$ cat config.mk
export PLATFORM = sky130hd
export DESIGN_NAME = seq_game_ctrl
export DESIGN_NICKNAME = d
export VERILOG_FILES = /design/src/rtl/seq_game_pkg.sv /design/src/rtl/seq_step_timer.sv /design/src/rtl/seq_game_ctrl.sv
export SDC_FILE = /design/constraint.sdc
export NUM_CORES = 1
export LEC_CHECK = 0
export ABC_AREA = 1
export ABC_CLOCK_PERIOD_IN_PS = 5500
export CORE_MARGIN = 5
export CORE_UTILIZATION = 50
export DETAILED_ROUTE_END_ITERATION = 8
export PLACE_DENSITY = 0.83
export RECOVER_POWER = 50
export SKIP_LAST_GASP = 1
export SYNTH_ARGS = -nofsm -noshare
export SYNTH_HDL_FRONTEND = slang
export SYNTH_SLANG_ARGS = --single-unit
$ cat constraint.sdc
create_clock -name clk -period 5.5 [get_ports clk]
set_clock_uncertainty 0.2 [all_clocks]
set_input_delay 0.825 -clock clk [delete_from_list [all_inputs] [get_ports clk]]
set_output_delay 0.825 -clock clk [all_outputs]
set_load 0.02 [all_outputs]
$ cat src/rtl/seq_game_pkg.sv
// Shared definitions for the sequence-game controller.
// Contents:
//   state_e      - controller state encoding (3 bits)
//   MAX_LEN_DEF  - default final level (ROM depth)
//   ROM_AW       - sequence ROM address width
//   LED_W        - LED / button / ROM data width
//   LVL_W        - width of the level output (holds 0..16)
//   max3()       - helper used to size the shared step timer
package seq_game_pkg;

    localparam int MAX_LEN_DEF = 16;
    localparam int ROM_AW      = 4;
    localparam int LED_W       = 4;
    localparam int LVL_W       = 5;

    typedef enum logic [2:0] {
        IDLE     = 3'd0,
        SHOW_ON  = 3'd1,
        SHOW_OFF = 3'd2,
        WAIT_IN  = 3'd3,
        WIN      = 3'd4,
        LOSE     = 3'd5
    } state_e;

    function automatic int max3(input int a, input int b, input int c);
        int m;
        m = a;
        if (b > m) m = b;
        if (c > m) m = c;
        return m;
    endfunction

endpackage

$ cat src/rtl/seq_step_timer.sv
// Loadable down-counter shared by the show, gap and input-timeout phases.
// Ports:
//   clk, rst  - clock, asynchronous active-high reset (count clears to 0)
//   load      - load load_val this cycle (has priority over en)
//   load_val  - value to load; a phase of N cycles loads N-1
//   en        - decrement by one; the count saturates at zero
//   done      - count is zero
module seq_step_timer #(
    parameter int W = 5
) (
    input  logic         clk,
    input  logic         rst,
    input  logic         load,
    input  logic [W-1:0] load_val,
    input  logic         en,
    output logic         done
);

    logic [W-1:0] cnt_q;
    logic [W-1:0] cnt_d;

    always_comb begin
        cnt_d = cnt_q;
        if (load) begin
            cnt_d = load_val;
        end else if (en && (cnt_q != '0)) begin
            cnt_d = cnt_q - W'(1);
        end
    end

    always_ff @(posedge clk or posedge rst) begin
        if (rst) begin
            cnt_q <= '0;
        end else begin
            cnt_q <= cnt_d;
        end
    end

    assign done = (cnt_q == '0);

endmodule

$ cat src/rtl/seq_game_ctrl.sv
// Sequencing controller for a 16-entry one-hot sequence ROM game.
// Plays back the first L ROM entries on the LEDs, then checks the player's
// presses against the same entries; L grows by one per correct round up to
// MAX_LEN.
// Ports:
//   clk, rst  - clock, asynchronous active-high reset
//   start     - pulse; starts a new game from IDLE, WIN or LOSE
//   btn       - debounced single-cycle press pulses (0 = no press)
//   rom_data  - combinational ROM output for rom_addr
//   rom_addr  - registered ROM address
//   leds      - ROM data while a step is lit, otherwise 0
//   level     - current sequence length, 0 in IDLE
//   busy      - showing the sequence or waiting for input
//   win, lose - game outcome, held until start or rst
module seq_game_ctrl
    import seq_game_pkg::*;
#(
    parameter int SHOW_CYCLES    = 4,
    parameter int GAP_CYCLES     = 2,
    parameter int TIMEOUT_CYCLES = 20,
    parameter int MAX_LEN        = MAX_LEN_DEF
) (
    input  logic              clk,
    input  logic              rst,
    input  logic              start,
    input  logic [LED_W-1:0]  btn,
    input  logic [LED_W-1:0]  rom_data,
    output logic [ROM_AW-1:0] rom_addr,
    output logic [LED_W-1:0]  leds,
    output logic [LVL_W-1:0]  level,
    output logic              busy,
    output logic              win,
    output logic              lose
);

    localparam int TMR_MAX = max3(SHOW_CYCLES, GAP_CYCLES, TIMEOUT_CYCLES);
    // N bits hold values up to 2**N-1; the largest load is TMR_MAX-1.
    localparam int TMR_W   = (TMR_MAX < 2) ? 1 : $clog2(TMR_MAX);

    localparam logic [TMR_W-1:0] LD_SHOW = TMR_W'(SHOW_CYCLES - 1);
    localparam logic [TMR_W-1:0] LD_GAP  = TMR_W'(GAP_CYCLES - 1);
    localparam logic [TMR_W-1:0] LD_TMO  = TMR_W'(TIMEOUT_CYCLES - 1);
    localparam logic [LVL_W-1:0] LVL_MAX = LVL_W'(MAX_LEN);

    state_e             state_q, state_d;
    logic [LVL_W-1:0]   level_q, level_d;
    // The step index doubles as the ROM address: both start at 0 and
    // advance together, so one register serves both.
    logic [ROM_AW-1:0]  idx_q, idx_d;

    logic               tmr_load;
    logic [TMR_W-1:0]   tmr_val;
    logic               tmr_en;
    logic               tmr_done;
    logic               is_last;

    seq_step_timer #(
        .W (TMR_W)
    ) u_timer (
        .clk      (clk),
        .rst      (rst),
        .load     (tmr_load),
        .load_val (tmr_val),
        .en       (tmr_en),
        .done     (tmr_done)
    );

    // idx never exceeds level-1, so equality marks the final step.
    assign is_last = ({1'b0, idx_q} == (level_q - LVL_W'(1)));

    always_comb begin
        state_d  = state_q;
        level_d  = level_q;
        idx_d    = idx_q;
        tmr_load = 1'b0;
        tmr_val  = LD_SHOW;
        tmr_en   = 1'b0;

        case (state_q)
            IDLE, WIN, LOSE: begin
                if (start) begin
                    state_d  = SHOW_ON;
                    level_d  = LVL_W'(1);
                    idx_d    = '0;
                    tmr_load = 1'b1;
                    tmr_val  = LD_SHOW;
                end
            end

            SHOW_ON: begin
                if (tmr_done) begin
                    state_d  = SHOW_OFF;
                    tmr_load = 1'b1;
                    tmr_val  = LD_GAP;
                end else begin
                    tmr_en = 1'b1;
                end
            end

            SHOW_OFF: begin
                if (tmr_done) begin
                    tmr_load = 1'b1;
                    if (!is_last) begin
                        state_d = SHOW_ON;
                        idx_d   = idx_q + ROM_AW'(1);
                        tmr_val = LD_SHOW;
                    end else begin
                        state_d = WAIT_IN;
                        idx_d   = '0;
                        tmr_val = LD_TMO;
                    end
                end else begin
                    tmr_en = 1'b1;
                end
            end

            WAIT_IN: begin
                // A press always wins over a timeout on the same cycle.
                if (btn != '0) begin
                    if (btn == rom_data) begin
                        tmr_load = 1'b1;
                        tmr_val  = LD_TMO;
                        if (!is_last) begin
                            idx_d = idx_q + ROM_AW'(1);
                        end else if (level_q == LVL_MAX) begin
                            state_d = WIN;
                        end else begin
                            state_d = SHOW_ON;
                            level_d = level_q + LVL_W'(1);
                            idx_d   = '0;
                            tmr_val = LD_SHOW;
                        end
                    end else begin
                        state_d = LOSE;
                    end
                end else if (tmr_done) begin
                    state_d = LOSE;
                end else begin
                    tmr_en = 1'b1;
                end
            end

            default: begin
                state_d = IDLE;
            end
        endcase
    end

    always_ff @(posedge clk or posedge rst) begin
        if (rst) begin
            state_q <= IDLE;
            level_q <= '0;
            idx_q   <= '0;
        end else begin
            state_q <= state_d;
            level_q <= level_d;
            idx_q   <= idx_d;
        end
    end

    assign rom_addr = idx_q;
    assign level    = level_q;
    assign leds     = (state_q == SHOW_ON) ? rom_data : '0;
    assign busy     = (state_q == SHOW_ON) || (state_q == SHOW_OFF) || (state_q == WAIT_IN);
    assign win      = (state_q == WIN);
    assign lose     = (state_q == LOSE);

endmodule

Fig. 1: run 1, the metal 1 layer
Scale bar: 20 um. Supply wires on this layer in gray.
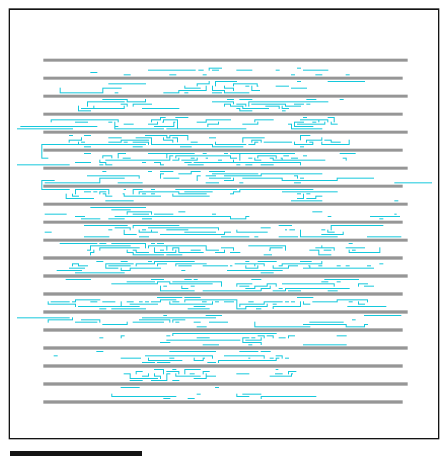
The wires run mostly horizontal. The layer holds 48% of the routed length. The longest straight run is 17.5 um. The layer carries 1520 um of wire. 247 nets have wire on it.

Fig. 2: run 1, signal wires on met3
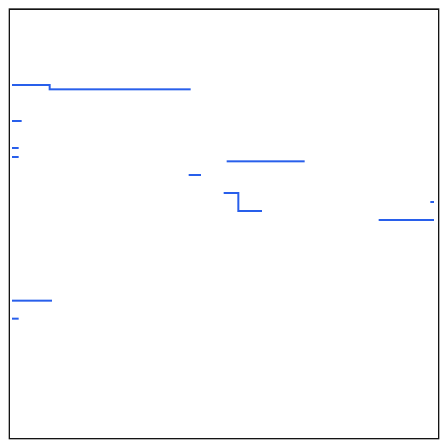
10 nets have wire on it. The longest straight run is 21.2 um. The layer carries 66.0 um of wire.

Fig. 3: run 1, met2 routing
Cells faint in the background.
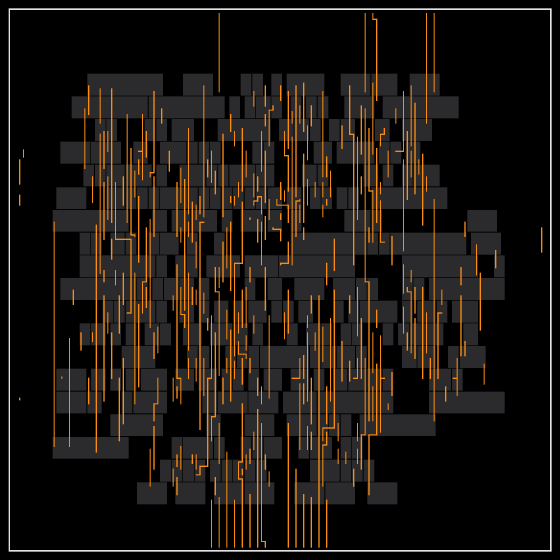
201 nets have wire on it. The wires run mostly vertical. The layer holds 50% of the routed length. The longest straight run is 30.1 um. The layer carries 1590 um of wire.

Fig. 4: run 1, routing congestion map
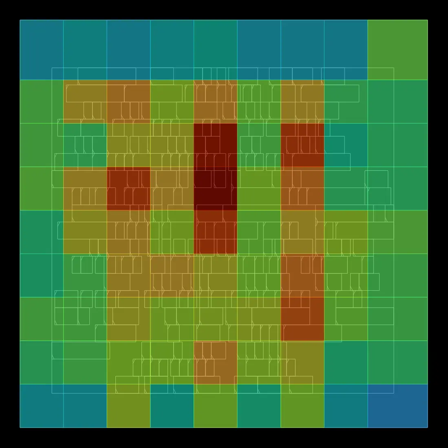
grt met3 use: 3.627%
post-layout util: 63.92%
GR Layer Usage met1: 21.50%

==> out/qor.yml, run 1 <==
power_clock_mw: 0.0693
cts_buffer_depth: 2
dominant_cells: "multi-input combinational cells"
p_per_area_mw_per_mm2: 483.7
cts_tree: "built"
syn_to_final_growth_pct: 19.82
drtIter0Drc: 59
root_buffer: "clkbuf_4"
overflow: 0
worst_slew_pin_slew_ns: 0.6613
reg2regPathDepth: 11
dpl.cell_count: 279
cts_setup_buffers: 0
top_cells_by_area: "dfrtp_1, nand2_1, inv_1, nor2_1, nand3_1"
dp_hpwl_mm: 2.516
fp-row-count: 19
synth_top_area_share_pct: 28.43
fillers: 266
comb_share_pct: 49.55
htreeDepth: 1
regArea_um2: 425.4
grt_pass1_wl_mm: 5.747
numCtsBuffers: 3
mux_area_share_pct: 0
grt_max_degree: 18
buffer_area_share_pct: 14.52
path_class: "in2out"
design_area_mm2: 0.001793
post_drt_wl_per_cell_um: 11.24
sh_seq_area_pct: 23.73
p_leak_nw: 0.9255
reg2reg_from: "level[0]"
cp_data_arrival_time_ns: 2.16
cts_num_sinks: 17
fp.coreArea_mm2: 0.002805
ys_warn_count: 0
io_pins: 27
grtUsageTotal_pct: 17.05
pre_cts_slack_ns: 2.322
buffers: 26
drt_pass1_iterations: 4
cp.required_ns: 4.47
top_logic_kind: "simple AND/OR/NAND/NOR gates"
logic_gate_count: 165
flops: 17
slew_headroom_pct: 55.86
crit_slowest_cell: "clkdlybuf4s50_1"
num_antenna_cells: 0
lay_top_count: "nand2_1"
synthTopCellsByCount: "nand2_1, inv_1, nor2_1, dfrtp_1, nand3_1"
path_common_cell: "clkdlybuf4s50_1"
worst_path_largest_cell_delay_ns: 0.64
worstSkewPairLatency_ns: 0.30
pwr-share-clk_pct: 8.0
fin_nets: 268
drc_errors: 0
hold_depth: 2
netSwitchingFraction_pct: 53.08
logic_area_um2: 888.4
seq_power_share_pct: 24.2
grt_pass1_vias: 1312
intPower_mw: 0.4069
place_congestion: 0.7959
status: "completed"
setup_tns_ns: 0
final_cell_count_no_fill: 283
lay_top_cells: "nand2_1, inv_1, nor2_1"
ys_types: 29
adder_share_pct: 3.344
cts_hold_buf: 0
layout-drive-gt1-share_pct: 15.48
maxSlewViolCount: 0
max_freq_ghz: 0.3143
endpoint: "leds[3]"
critical_path_buf_inv_count: 3
synth_area_per_cell_um2: 6.710
period_used_pct: 57.85
clk_pin_slew_ns: 0.11
warnings: 27
min_from: "u_timer.cnt_q[0]"
async_flop_share_pct: 100.0
reg2reg_setup_slack_ns: 3.00
edf_count: 0
r2r_end: "level[0]"
power_mw: 0.8672
Fig. 5: run 1, wiring heat map
13 x 13 tiles, from dark blue (low) to red (high), scaled to the fullest tile. Values are wire area over tile area, all layers added.
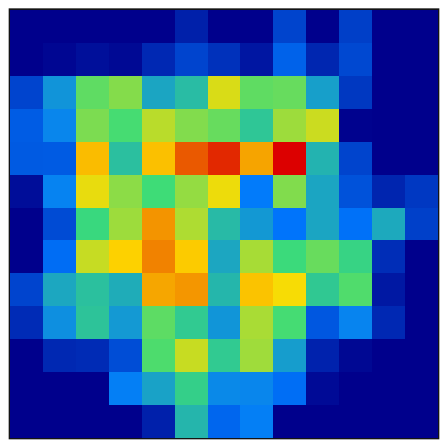

==> run 2, diff against run 1 <==
--- a/config.mk
+++ b/config.mk
@@ -6,11 +6,11 @@
 export NUM_CORES = 1
 export LEC_CHECK = 0
 export ABC_AREA = 1
-export ABC_CLOCK_PERIOD_IN_PS = 5500
+export ABC_CLOCK_PERIOD_IN_PS = 2600
 export CORE_MARGIN = 5
-export CORE_UTILIZATION = 50
+export CORE_UTILIZATION = 47
 export DETAILED_ROUTE_END_ITERATION = 8
-export PLACE_DENSITY = 0.83
+export PLACE_DENSITY = 0.82
 export RECOVER_POWER = 50
 export SKIP_LAST_GASP = 1
 export SYNTH_ARGS = -nofsm -noshare
==> constraint.sdc (replaced) <==
create_clock -name clk -period 2.6 [get_ports clk]
set_clock_uncertainty 0.2 [all_clocks]
set_input_delay 0.39 -clock clk [delete_from_list [all_inputs] [get_ports clk]]
set_output_delay 0.39 -clock clk [all_outputs]
set_load 0.02 [all_outputs]
Fig. 6: run 2, wiring heat map
13 x 13 tiles, from dark blue (low) to red (high), scaled to the fullest tile. Values are wire area over tile area, all layers added.
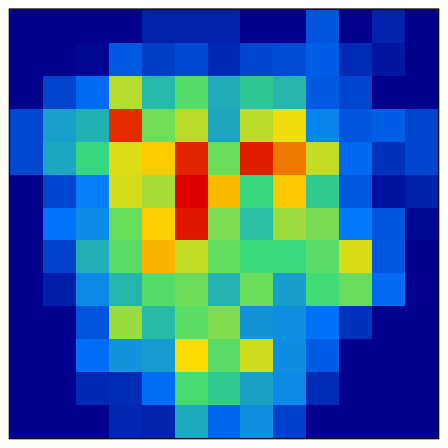
The emptiest ninth of the die: south-east. The fullest tile reaches 0.37. The mean over all tiles is 0.11.

==> out/qor.yml, run 2 <==
hp-class: "reg2reg"
p_per_area_mw_per_mm2: 1009
pwr-share-clk_pct: 8.0
cp_data_arrival_time_ns: 1.80
grt_util_met3_pct: 4.422
place_congestion: 0.8468
top_cells_by_area: "dfrtp_1, nand2_1, inv_1, nor2_1, nand3_1"
syn_to_final_growth_pct: 21.82
post_drt_wl_per_cell_um: 10.27
synth_area_per_cell_um2: 6.710
fp.coreArea_mm2: 0.003053
r2r_end: "level[3]"
dpl.cell_count: 292
fin_nets: 268
path_max_fanout: 9
final_cell_count_no_fill: 296
min_from: "u_timer.cnt_q[1]"
mux_area_share_pct: 0
power_clock_mw: 0.147
slew_headroom_pct: 58.19
yosysCellCount: 223
numCtsBuffers: 3
ys_seq_share_pct: 28.43
htreeDepth: 1
status: "completed"
sh_seq_area_pct: 23.34
num_antenna_cells: 0
reg2reg_from: "level[0]"
grt_pass1_vias: 1232
cts_tree: "built"
flops: 17
grt_max_degree: 18
grt_pass1_wl_mm: 5.382
reg2reg_setup_slack_ns: 0.45
inverters: 40
drtIter0Drc: 52
seq_power_share_pct: 24.0
path_class: "reg2out"
endpoint: "leds[3]"
fin_util_pct: 59.71
cp-start-kind: "flop"
grt_util_met1_pct: 19.35
dominant_cells: "multi-input combinational cells"
cts_buffer_depth: 2
intPower_mw: 0.8681
cts_setup_buffers: 0
lay_top_cells: "nand2_1, inv_1, nor2_1"
met3_wirelength_um: 84
routed-wl-met2_mm: 1.474
p_leak_nw: 0.9371
synth_top_area_share_pct: 28.43
netSwitchingFraction_pct: 52.81
buffer_area_share_pct: 14.28
grtUsageTotal_pct: 15.52
overflow: 0
yosysMostFrequentCell: "nand2_1"
logic_area_um2: 902.1
root_buffer: "clkbuf_4"
reg2regPathDepth: 10
crit_start: "state_q[2]"
setup_tns_ns: 0
warnings: 27
adder_share_pct: 3.344
clk_pin_slew_ns: 0.10
layout-drive-gt1-share_pct: 15.08
dp_hpwl_mm: 2.482
logic_gate_count: 165
maxSlewViolCount: 0
fillers: 299
path_cells: "inv_2 -> nand3_4 -> nor2_1 -> clkdlybuf4s50_1"
buffers: 26
die_h_um: 66.43
async_flop_share_pct: 100.0
worst_slew_pin_slew_ns: 0.6265
comb_share_pct: 49.49
setup_viol: 0
synthTopCellsByCount: "nand2_1, inv_1, nor2_1, dfrtp_1, nand3_1"
port_buffers: 26
regArea_um2: 425.4
cts_num_sinks: 17
io_pins: 27
design_area_mm2: 0.001823
power_mw: 1.840
lay_top_count: "nand2_1"
pre_cts_slack_ns: 0.3450
worstSkewPairLatency_ns: 0.30
worst_path_largest_cell_delay_ns: 0.61
cp.required_ns: 2.01
crit_slowest_cell: "clkdlybuf4s50_1"
drc_errors: 0
ys_warn_count: 0
ys_types: 29
top_logic_kind: "simple AND/OR/NAND/NOR gates"
fp-row-count: 20
edf_count: 0
period_used_pct: 91.87
hold_depth: 2
max_freq_ghz: 0.4187
cts_hold_buf: 0
==> run 3, diff against run 2 <==
--- a/config.mk
+++ b/config.mk
@@ -13,6 +13,7 @@
 export PLACE_DENSITY = 0.82
 export RECOVER_POWER = 50
 export SKIP_LAST_GASP = 1
+export SLEW_MARGIN = 20
 export SYNTH_ARGS = -nofsm -noshare
 export SYNTH_HDL_FRONTEND = slang
 export SYNTH_SLANG_ARGS = --single-unit
Fig. 7: run 3, the metal 1 layer
Scale bar: 20 um. Supply wires on this layer in gray.
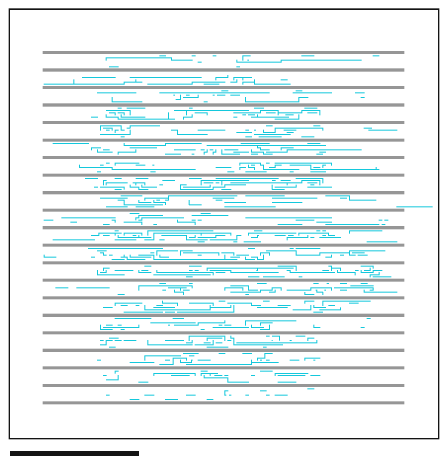
The layer carries 1450 um of wire. The longest straight run is 18.4 um. The wires run mostly horizontal. The layer holds 48% of the routed length. 255 nets have wire on it.

==> out/qor.yml, run 3 <==
drt_pass1_iterations: 5
drc_errors: 0
die_h_um: 66.43
clk_pin_slew_ns: 0.10
seq_power_share_pct: 24.0
intPower_mw: 0.8681
min_from: "u_timer.cnt_q[1]"
design_area_mm2: 0.001823
sh_seq_area_pct: 23.34
root_buffer: "clkbuf_4"
grt_max_degree: 18
path_class: "reg2out"
hold_depth: 2
cts_setup_buffers: 0
fp-row-count: 20
slew_headroom_pct: 58.19
flops: 17
cp_data_arrival_time_ns: 1.80
cts_buffer_depth: 2
logic_area_um2: 902.1
worst_slew_pin_slew_ns: 0.6265
overflow: 0
dp_hpwl_mm: 2.482
num_antenna_cells: 0
status: "completed"
final_cell_count_no_fill: 296
cts_hold_buf: 0
crit_slowest_cell: "clkdlybuf4s50_1"
maxSlewViolCount: 0
cp-start-kind: "flop"
syn_to_final_growth_pct: 21.82
top_logic_kind: "simple AND/OR/NAND/NOR gates"
lay_top_count: "nand2_1"
synthTopCellsByCount: "nand2_1, inv_1, nor2_1, dfrtp_1, nand3_1"
routed-wl-met2_mm: 1.474
pwr-share-clk_pct: 8.0
logic_gate_count: 165
warnings: 27
reg2reg_from: "level[0]"
path_cells: "inv_2 -> nand3_4 -> nor2_1 -> clkdlybuf4s50_1"
io_pins: 27
adder_share_pct: 3.344
drtIter0Drc: 52
ys_warn_count: 0
fin_nets: 268
cp.required_ns: 2.01
dpl.cell_count: 292
buffers: 26
critical_path_buf_inv_count: 2
power_mw: 1.840
fin_util_pct: 59.71
numCtsBuffers: 3
htreeDepth: 1
endpoint: "leds[3]"
p_leak_nw: 0.9371
yosysCellCount: 223
ys_types: 29
layout-drive-gt1-share_pct: 15.08
buffer_area_share_pct: 14.28
grt_pass1_vias: 1232
post_drt_wl_per_cell_um: 10.27
reg2reg_setup_slack_ns: 0.45
fillers: 299
mux_area_share_pct: 0
top_cells_by_area: "dfrtp_1, nand2_1, inv_1, nor2_1, nand3_1"
comb_share_pct: 49.49
edf_count: 0
inverters: 40
ys_seq_share_pct: 28.43
path_max_fanout: 9
synth_top_area_share_pct: 28.43
netSwitchingFraction_pct: 52.81
fp.coreArea_mm2: 0.003053
worstSkewPairLatency_ns: 0.30
met3_wirelength_um: 84
setup_viol: 0
port_buffers: 26
dominant_cells: "multi-input combinational cells"
p_per_area_mw_per_mm2: 1009
cts_num_sinks: 17
period_used_pct: 91.87
grtUsageTotal_pct: 15.52
pre_cts_slack_ns: 0.3450
place_congestion: 0.8468
setup_tns_ns: 0
grt_util_met1_pct: 19.35
synth_area_per_cell_um2: 6.710
hp-class: "reg2reg"
r2r_end: "level[3]"
max_freq_ghz: 0.4187
grt_util_met3_pct: 4.422
No activity file was given, so power comes from the tool's default toggle rates.
